Cell placement:
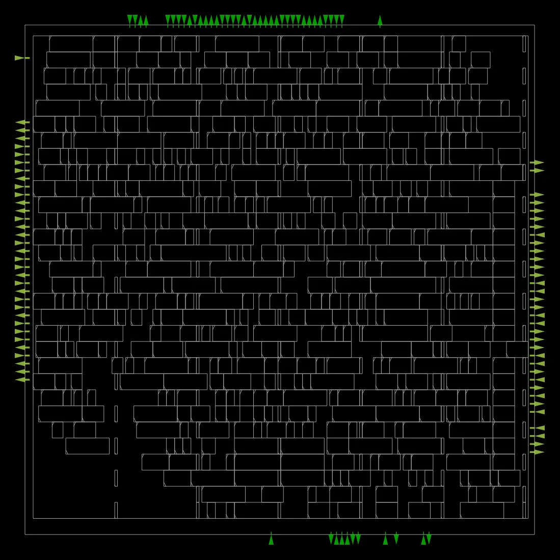
Wiring heat map:
The die is cut into 17 by 17 equal tiles; dark blue is low, red is high, scaled to the fullest tile. Values are wire area over tile area, all layers added.
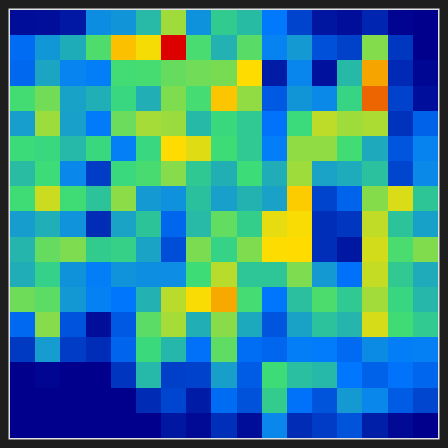
Routed clock nets over the placement:
The bar under the picture is 20 um long.
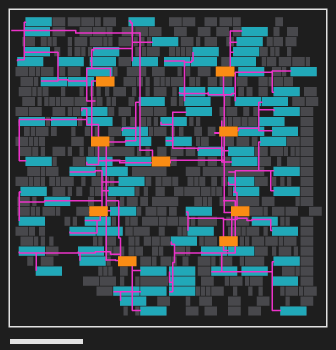
[config.mk]
export PLATFORM = sky130hd
export DESIGN_NAME = isa_io_arbiter_flat
export DESIGN_NICKNAME = d
export VERILOG_FILES = /design/src/rtl/isa_io_arbiter_if.sv /design/src/rtl/isa_io_arbiter.sv /design/src/flat_wrapper.sv
export SDC_FILE = /design/constraint.sdc
export NUM_CORES = 1
export LEC_CHECK = 0
export CAP_MARGIN = 30
export CORE_UTILIZATION = 48
export DETAILED_ROUTE_END_ITERATION = 12
export GPL_TIMING_DRIVEN = 0
export HOLD_SLACK_MARGIN = 0.03
export MAX_ROUTING_LAYER = met4
export PLACE_DENSITY_LB_ADDON = 0.15
export SYNTH_ARGS = -nofsm -noshare
export SYNTH_HDL_FRONTEND = slang
export SYNTH_SLANG_ARGS = --single-unit
[constraint.sdc]
create_clock -name sys_clock -period 6.1 [get_ports sys_clock]
set_input_delay 1.22 -clock sys_clock [delete_from_list [all_inputs] [get_ports sys_clock]]
set_output_delay 1.22 -clock sys_clock [all_outputs]
set_load 0.01 [all_outputs]
[src/rtl/isa_io_arbiter_if.sv]
// Requester side of the ISA I/O arbiter: request/grant/completion handshake
// plus the shared request bus that only the granted requester drives.
interface isa_io_arbiter_if;
   logic [3:0]  req;
   logic [3:0]  grant;
   logic [3:0]  done;
   logic        timeout_err;
   logic [15:0] rd_data;
   logic [15:0] bus_address;
   logic [15:0] bus_data;
   logic        bus_dir;

   modport slave (
      input  req, bus_address, bus_data, bus_dir,
      output grant, done, timeout_err, rd_data
   );

   modport master (
      output req, bus_address, bus_data, bus_dir,
      input  grant, done, timeout_err, rd_data
   );
endinterface

[src/rtl/isa_io_arbiter.sv]
// Round-robin owner of the riser's single ISA I/O port: grants one of four
// sequencers, latches its request bus and runs one timed IOR#/IOW# cycle.
module isa_io_arbiter #(
   parameter int SETUP_CYCLES    = 4,
   parameter int STROBE_CYCLES   = 38,
   parameter int RECOVERY_CYCLES = 8,
   parameter int TIMEOUT_CYCLES  = 1000
) (
   input  logic                   sys_clock,
   input  logic                   reset,
   isa_io_arbiter_if.slave        rq,
   output logic [15:0]            isa_addr,
   output logic                   isa_aen,
   output logic                   isa_ior_n,
   output logic                   isa_iow_n,
   output logic [15:0]            isa_data_out,
   output logic                   isa_data_oe,
   input  logic [15:0]            isa_data_in,
   input  logic                   isa_iochrdy
);

   typedef enum logic [2:0] {
      ST_IDLE    = 3'd0,
      ST_GRANT   = 3'd1,
      ST_SETUP   = 3'd2,
      ST_STROBE  = 3'd3,
      ST_RECOVER = 3'd4,
      ST_DONE    = 3'd5
   } state_t;

   // The counter starts at 0 on entry, so "last" values are length minus one.
   localparam logic [15:0] SETUP_LAST   = 16'(SETUP_CYCLES - 1);
   localparam logic [15:0] STROBE_LAST  = 16'(STROBE_CYCLES - 1);
   localparam logic [15:0] RECOVER_LAST = 16'(RECOVERY_CYCLES - 1);
   localparam logic [15:0] TIMEOUT_LAST = 16'(TIMEOUT_CYCLES - 1);

   state_t      state_r;
   state_t      next_state_s;
   logic [15:0] cnt_r;
   logic [3:0]  req_r;
   logic [1:0]  ptr_r;
   logic [1:0]  winner_s;
   logic        timeout_s;
   logic        to_flag_r;
   logic        dir_r;
   logic [3:0]  grant_r;
   logic [3:0]  done_r;
   logic        timeout_err_r;
   logic [15:0] rd_data_r;
   logic [15:0] isa_addr_r;
   logic [15:0] isa_data_out_r;
   logic        isa_aen_r;
   logic        isa_ior_n_r;
   logic        isa_iow_n_r;
   logic        isa_data_oe_r;

   // First set request after ptr wins; ptr itself is lowest priority.
   function automatic logic [1:0] rr_pick(input logic [3:0] req, input logic [1:0] ptr);
      logic [1:0] idx;
      rr_pick = ptr;
      for (int i = 4; i >= 1; i--) begin
         idx = ptr + 2'(i);
         if (req[idx]) begin
            rr_pick = idx;
         end
      end
   endfunction

   assign winner_s = rr_pick(req_r, ptr_r);

   // State register
   always_ff @(posedge sys_clock) begin
      if (reset) begin
         state_r <= ST_IDLE;
      end else begin
         state_r <= next_state_s;
      end
   end

   // Next-state decode; timeout_s flags a strobe ended by the limit, not IOCHRDY
   always_comb begin
      next_state_s = state_r;
      timeout_s    = 1'b0;
      case (state_r)
         ST_IDLE: begin
            if (|req_r) next_state_s = ST_GRANT;
            else        next_state_s = ST_IDLE;
         end
         ST_GRANT: next_state_s = ST_SETUP;
         ST_SETUP: begin
            if (cnt_r >= SETUP_LAST) next_state_s = ST_STROBE;
            else                     next_state_s = ST_SETUP;
         end
         ST_STROBE: begin
            if (cnt_r >= STROBE_LAST && isa_iochrdy) begin
               next_state_s = ST_RECOVER;
            end else if (cnt_r >= TIMEOUT_LAST) begin
               next_state_s = ST_RECOVER;
               timeout_s    = 1'b1;
            end else begin
               next_state_s = ST_STROBE;
            end
         end
         ST_RECOVER: begin
            if (cnt_r >= RECOVER_LAST) next_state_s = ST_DONE;
            else                       next_state_s = ST_RECOVER;
         end
         ST_DONE: next_state_s = ST_IDLE;
         default: next_state_s = ST_IDLE;
      endcase
   end

   // Phase counter, RR pointer, request latch and all registered outputs
   always_ff @(posedge sys_clock) begin
      if (reset) begin
         cnt_r          <= 16'd0;
         req_r          <= 4'd0;
         ptr_r          <= 2'd3;
         to_flag_r      <= 1'b0;
         dir_r          <= 1'b0;
         grant_r        <= 4'd0;
         done_r         <= 4'd0;
         timeout_err_r  <= 1'b0;
         rd_data_r      <= 16'd0;
         isa_addr_r     <= 16'd0;
         isa_data_out_r <= 16'd0;
         isa_aen_r      <= 1'b1;
         isa_ior_n_r    <= 1'b1;
         isa_iow_n_r    <= 1'b1;
         isa_data_oe_r  <= 1'b0;
      end else begin
         req_r <= rq.req;
         cnt_r <= (next_state_s != state_r || state_r == ST_IDLE) ? 16'd0 : cnt_r + 16'd1;

         if (state_r == ST_IDLE && next_state_s == ST_GRANT) begin
            grant_r <= 4'b0001 << winner_s;
            ptr_r   <= winner_s;
         end else if (state_r == ST_DONE) begin
            grant_r <= 4'd0;
         end

         // End of GRANT: the requester's tri-state bus has settled
         if (state_r == ST_GRANT) begin
            isa_addr_r    <= rq.bus_address;
            dir_r         <= rq.bus_dir;
            isa_data_oe_r <= rq.bus_dir;
            if (rq.bus_dir) begin
               isa_data_out_r <= rq.bus_data;
            end
         end else if (state_r == ST_DONE) begin
            isa_data_oe_r <= 1'b0;
         end

         if (state_r == ST_STROBE && next_state_s == ST_RECOVER) begin
            to_flag_r <= timeout_s;
            if (!dir_r) begin
               rd_data_r <= isa_data_in;
            end
         end

         isa_aen_r     <= (next_state_s == ST_IDLE) || (next_state_s == ST_GRANT);
         isa_ior_n_r   <= !((next_state_s == ST_STROBE) && !dir_r);
         isa_iow_n_r   <= !((next_state_s == ST_STROBE) && dir_r);
         done_r        <= (next_state_s == ST_DONE) ? grant_r : 4'd0;
         timeout_err_r <= (next_state_s == ST_DONE) && to_flag_r;
      end
   end

   assign rq.grant       = grant_r;
   assign rq.done        = done_r;
   assign rq.timeout_err = timeout_err_r;
   assign rq.rd_data     = rd_data_r;
   assign isa_addr       = isa_addr_r;
   assign isa_aen        = isa_aen_r;
   assign isa_ior_n      = isa_ior_n_r;
   assign isa_iow_n      = isa_iow_n_r;
   assign isa_data_out   = isa_data_out_r;
   assign isa_data_oe    = isa_data_oe_r;

endmodule

[src/flat_wrapper.sv]
// flat-port wrapper written by rule: the top's interface ports become plain ports
module isa_io_arbiter_flat 
#(
   parameter int SETUP_CYCLES    = 4,
   parameter int STROBE_CYCLES   = 38,
   parameter int RECOVERY_CYCLES = 8,
   parameter int TIMEOUT_CYCLES  = 1000
)
  (sys_clock, reset, isa_addr, isa_aen, isa_ior_n, isa_iow_n, isa_data_out, isa_data_oe, isa_data_in, isa_iochrdy, rq_req, rq_bus_address, rq_bus_data, rq_bus_dir, rq_grant, rq_done, rq_timeout_err, rq_rd_data);
  isa_io_arbiter_if rq_i ();
  input  logic sys_clock;
  input  logic reset;
  output logic [15:0] isa_addr;
  output logic isa_aen;
  output logic isa_ior_n;
  output logic isa_iow_n;
  output logic [15:0] isa_data_out;
  output logic isa_data_oe;
  input  logic [15:0] isa_data_in;
  input  logic isa_iochrdy;
  input wire logic [$bits(rq_i.req)-1:0] rq_req;
  input wire logic [$bits(rq_i.bus_address)-1:0] rq_bus_address;
  input wire logic [$bits(rq_i.bus_data)-1:0] rq_bus_data;
  input wire logic [$bits(rq_i.bus_dir)-1:0] rq_bus_dir;
  output wire logic [$bits(rq_i.grant)-1:0] rq_grant;
  output wire logic [$bits(rq_i.done)-1:0] rq_done;
  output wire logic [$bits(rq_i.timeout_err)-1:0] rq_timeout_err;
  output wire logic [$bits(rq_i.rd_data)-1:0] rq_rd_data;
  assign rq_i.req = rq_req;
  assign rq_i.bus_address = rq_bus_address;
  assign rq_i.bus_data = rq_bus_data;
  assign rq_i.bus_dir = rq_bus_dir;
  assign rq_grant = rq_i.grant;
  assign rq_done = rq_i.done;
  assign rq_timeout_err = rq_i.timeout_err;
  assign rq_rd_data = rq_i.rd_data;
  isa_io_arbiter #(.SETUP_CYCLES(SETUP_CYCLES), .STROBE_CYCLES(STROBE_CYCLES), .RECOVERY_CYCLES(RECOVERY_CYCLES), .TIMEOUT_CYCLES(TIMEOUT_CYCLES)) u_core (.sys_clock(sys_clock), .reset(reset), .rq(rq_i), .isa_addr(isa_addr), .isa_aen(isa_aen), .isa_ior_n(isa_ior_n), .isa_iow_n(isa_iow_n), .isa_data_out(isa_data_out), .isa_data_oe(isa_data_oe), .isa_data_in(isa_data_in), .isa_iochrdy(isa_iochrdy));
endmodule
==> results.tsv <==
stage	metric	value	unit
logic_synthesis	ao+oa area frac	0.1211	
routing	Post-DRT Antenna Nets	0	
clock_tree	Post-CTS Setup Inserts	0	
global_route	largest net degree at the start of global routing	15	
die	Top Ports	117	
final_timing	WHS	0.4571	ns
clock_tree	root buffer cell	clkbuf_8	
finish	Design Area, Final	4935	um2
power_and_ir_drop	Clock group	0.465	mW
power_and_ir_drop	Tot Pwr	1.363	mW
run	Log Warnings	28	
setup_path	Critical Path Start Type	input pin	
routing	Total Routed Length	7665	um
die	chip height	86.16	um
setup_path	Max stage delay on crit path	0.50	ns
clock_tree	Sink Count	88	
power_and_ir_drop	sequential power share	0.471	
power_and_ir_drop	P_sw	0.3441	mW
logic_synthesis	Dominant flop cell	dfxtp_1	
clock_tree	CTS resizes	0	
power_and_ir_drop	Power Density	276.2	nW/um2
place	Placed Instances	600	
global_route	first-pass GRT wire length	12630	um
logic_synthesis	biggest area cells	dfxtp_1 52%, nand2_1 12%, a21oi_1 6.5%, mux2i_1 5.0%, nor2_1 2.1%	
power_and_ir_drop	P_leak	1.767	nW
global_route	overall global routing resource usage	0.2217	
logic_synthesis	synthesized area per cell	8.876	um2
die	number of placement rows	30	
final_timing	Slew Viols, Final	0	
final_timing	Final Skew	0.005671	ns
logic_synthesis	Area leader share	0.5182	
final_timing	setup TNS	0	ns
final_timing	Tmin final	2.802	ns
finish	final non-filler cell total	616	
logic_synthesis	Post-synth mux share	0.05006	
die	Die Size	7423	um2
routing	Remaining DRCs	0	
routing	Iteration-0 DRC Markers	71	
power_and_ir_drop	comb pwr	0.256	mW
final_timing	RSZ-0062 raised after global routing	false	
power_and_ir_drop	maximum vdd ir drop	0.1323	mV
run	Max Cap Viol	0	
logic_synthesis	Synth Instances	383	
final_timing	final hold vios	0	
routing	router iterations before antenna repair	4	
logic_synthesis	post-synthesis sequential area ratio	0.5182	
finish	most frequent logic cell in the layout	clkdlybuf4s50_1	
power_and_ir_drop	switch share	0.2525	
clock_tree	CTS tree	built	
routing	vias per cell	4.885	
place	port bufs	116	
clock_tree	CTS Buf Count	9	
setup_path	critical path peak fanout	10	
final_timing	fmax	356.8	MHz
logic_synthesis	Post-Synth Adder-Cell Area	0.01104	
clock_tree	worst skew pair latency	0.34	ns
place	Final GP Congestion	0.7643	
logic_synthesis	# Cells Yosys	383	
run_status	status	completed	
final_timing	Rel. slew slack	0.4469	
power_and_ir_drop	internal power	1.019	mW
logic_synthesis	Cell Area, Synth	3400	um2
setup_path	crit path capture type	register	
die	die width	86.16	um
setup_path	crit path max-delay cell type	clkdlybuf4s50_1	
worst_hold_path	Hold Path Class	reg2reg	
logic_synthesis	YS chip area	3400	um2
finish	final net count	574	
clock_tree	H-tree depth	3	
logic_synthesis	Simple-Gate Area Share	0.2429	
global_route	initial antenna violation count	0	
logic_synthesis	Synthesized registers	88	
finish	layout cells sized above 1	0.05769	
final_timing	worst slew pin tran	0.8226	ns
final_timing	endpoints failing setup	0	
finish	Top Layout Cells	116 x clkdlybuf4s50_1, 105 x nand2_1, 88 x dfxtp_1	
logic_synthesis	Synth async-reset ratio	0	
global_route	vias in the first global route	2928	
setup_path	worst endpoint data arrival time	3.08	ns
clock_tree	Clk pin slew, worst setup/hold paths	0.08	ns
setup_path	crit-path cells	clkdlybuf4s50_1, a21boi_1, a211oi_4, nor3_4, buf_8, mux2i_1	
logic_synthesis	Post-synth top cells	105 x nand2_1, 88 x dfxtp_1, 44 x a21oi_1	
logic_synthesis	distinct lib cells	50	
logic_synthesis	Synth area leader	dfxtp_1	
logic_synthesis	number of synthesized flops with an enable pin	0	
final_timing	Tcrit/Tclk final	0.4594	
finish	synthesis-to-finish area growth	45.16	%
finish	diode count	0	
place	HPWL Detailed	5754	um
logic_synthesis	Yosys warning count	0	
setup_path	Critical Path RT	6.37	ns
routing	DR WL/cell	12.44	um
power_and_ir_drop	logic gate share of total power	0.188	
global_route	GRT overflow	0	
final_timing	setup ws final	3.298	ns
About 'cell placement':
Fillers: 578
Seq/total area: 0.3570
core footprint: 6832 um2

About 'wiring heat map':
nearly empty tiles	7.3%
tiles over half the peak	28%
mean over tiles	0.17
emptiest ninth of the die	bottom left

About 'routed clock nets over the placement':
[orange] cells driving clock nets | count: 9
[magenta] clock wires | length: 926 um
[cyan] flip-flops | count: 88
routed clock nets	10

[metal layers]
metal	wire length, um	GRT usage	part of all wire	vias to the layer above
li1	-	-	-	1532
met1	3186	0.2433	0.42	1359
met2	3747	0.3788	0.49	100
met3	513	0.05101	0.067	18
met4	217	0.1061	0.028	0
met5	0	-	0	-
[cell type report]
cell class	instances	area (um2)	area share
plain buffers	19	85.08	0.01724
clock buffers	10	127.6	0.02586
clock inverters	6	107.6	0.02181
inverters	9	33.78	0.006846
multi-input cells	272	1538	0.3116
flip-flops and latches	88	1762	0.3570
well taps	96	120.1	0.02434
repair buffers	116	1161	0.2353
[worst paths after layout]
kind                                                 startpoint                           endpoint  slack (ns)  cells past startpoint
worst max-delay path                                isa_iochrdy  u_core.rq.rd_data[6]$_SDFFE_PP0P_        3.30                      6
worst min-delay path            u_core.isa_addr[1]$_SDFFE_PP0P_    u_core.isa_addr[1]$_SDFFE_PP0P_        0.46                      2
worst max register to register       u_core.cnt_r[0]$_SDFF_PP0_  u_core.rq.rd_data[6]$_SDFFE_PP0P_        3.79                      8
worst min register to register  u_core.isa_addr[1]$_SDFFE_PP0P_    u_core.isa_addr[1]$_SDFFE_PP0P_        0.46                      2
[critical path: cells and delay by family]
kind | cells | cell delay (ns)
buffers and inverters | 2 | 0.72
AND-OR/OR-AND | 2 | 0.45
multiplexers | 1 | 0.21
AND/OR/NAND/NOR | 1 | 0.47
[flip-flops by register name (all words and copies together), names as in the netlist, 2 cells and up]
| name | cells |
|---|---|
| u_core.cnt_r | 16 |
| u_core.isa_addr | 16 |
| u_core.isa_data_out | 16 |
| u_core.rq.rd_data | 16 |
| u_core.req_r | 4 |
| u_core.rq.done | 4 |
| u_core.rq.grant | 4 |
| u_core.state_r | 3 |
| u_core.ptr_r | 2 |
No activity file was given, so power comes from the tool's default toggle rates.
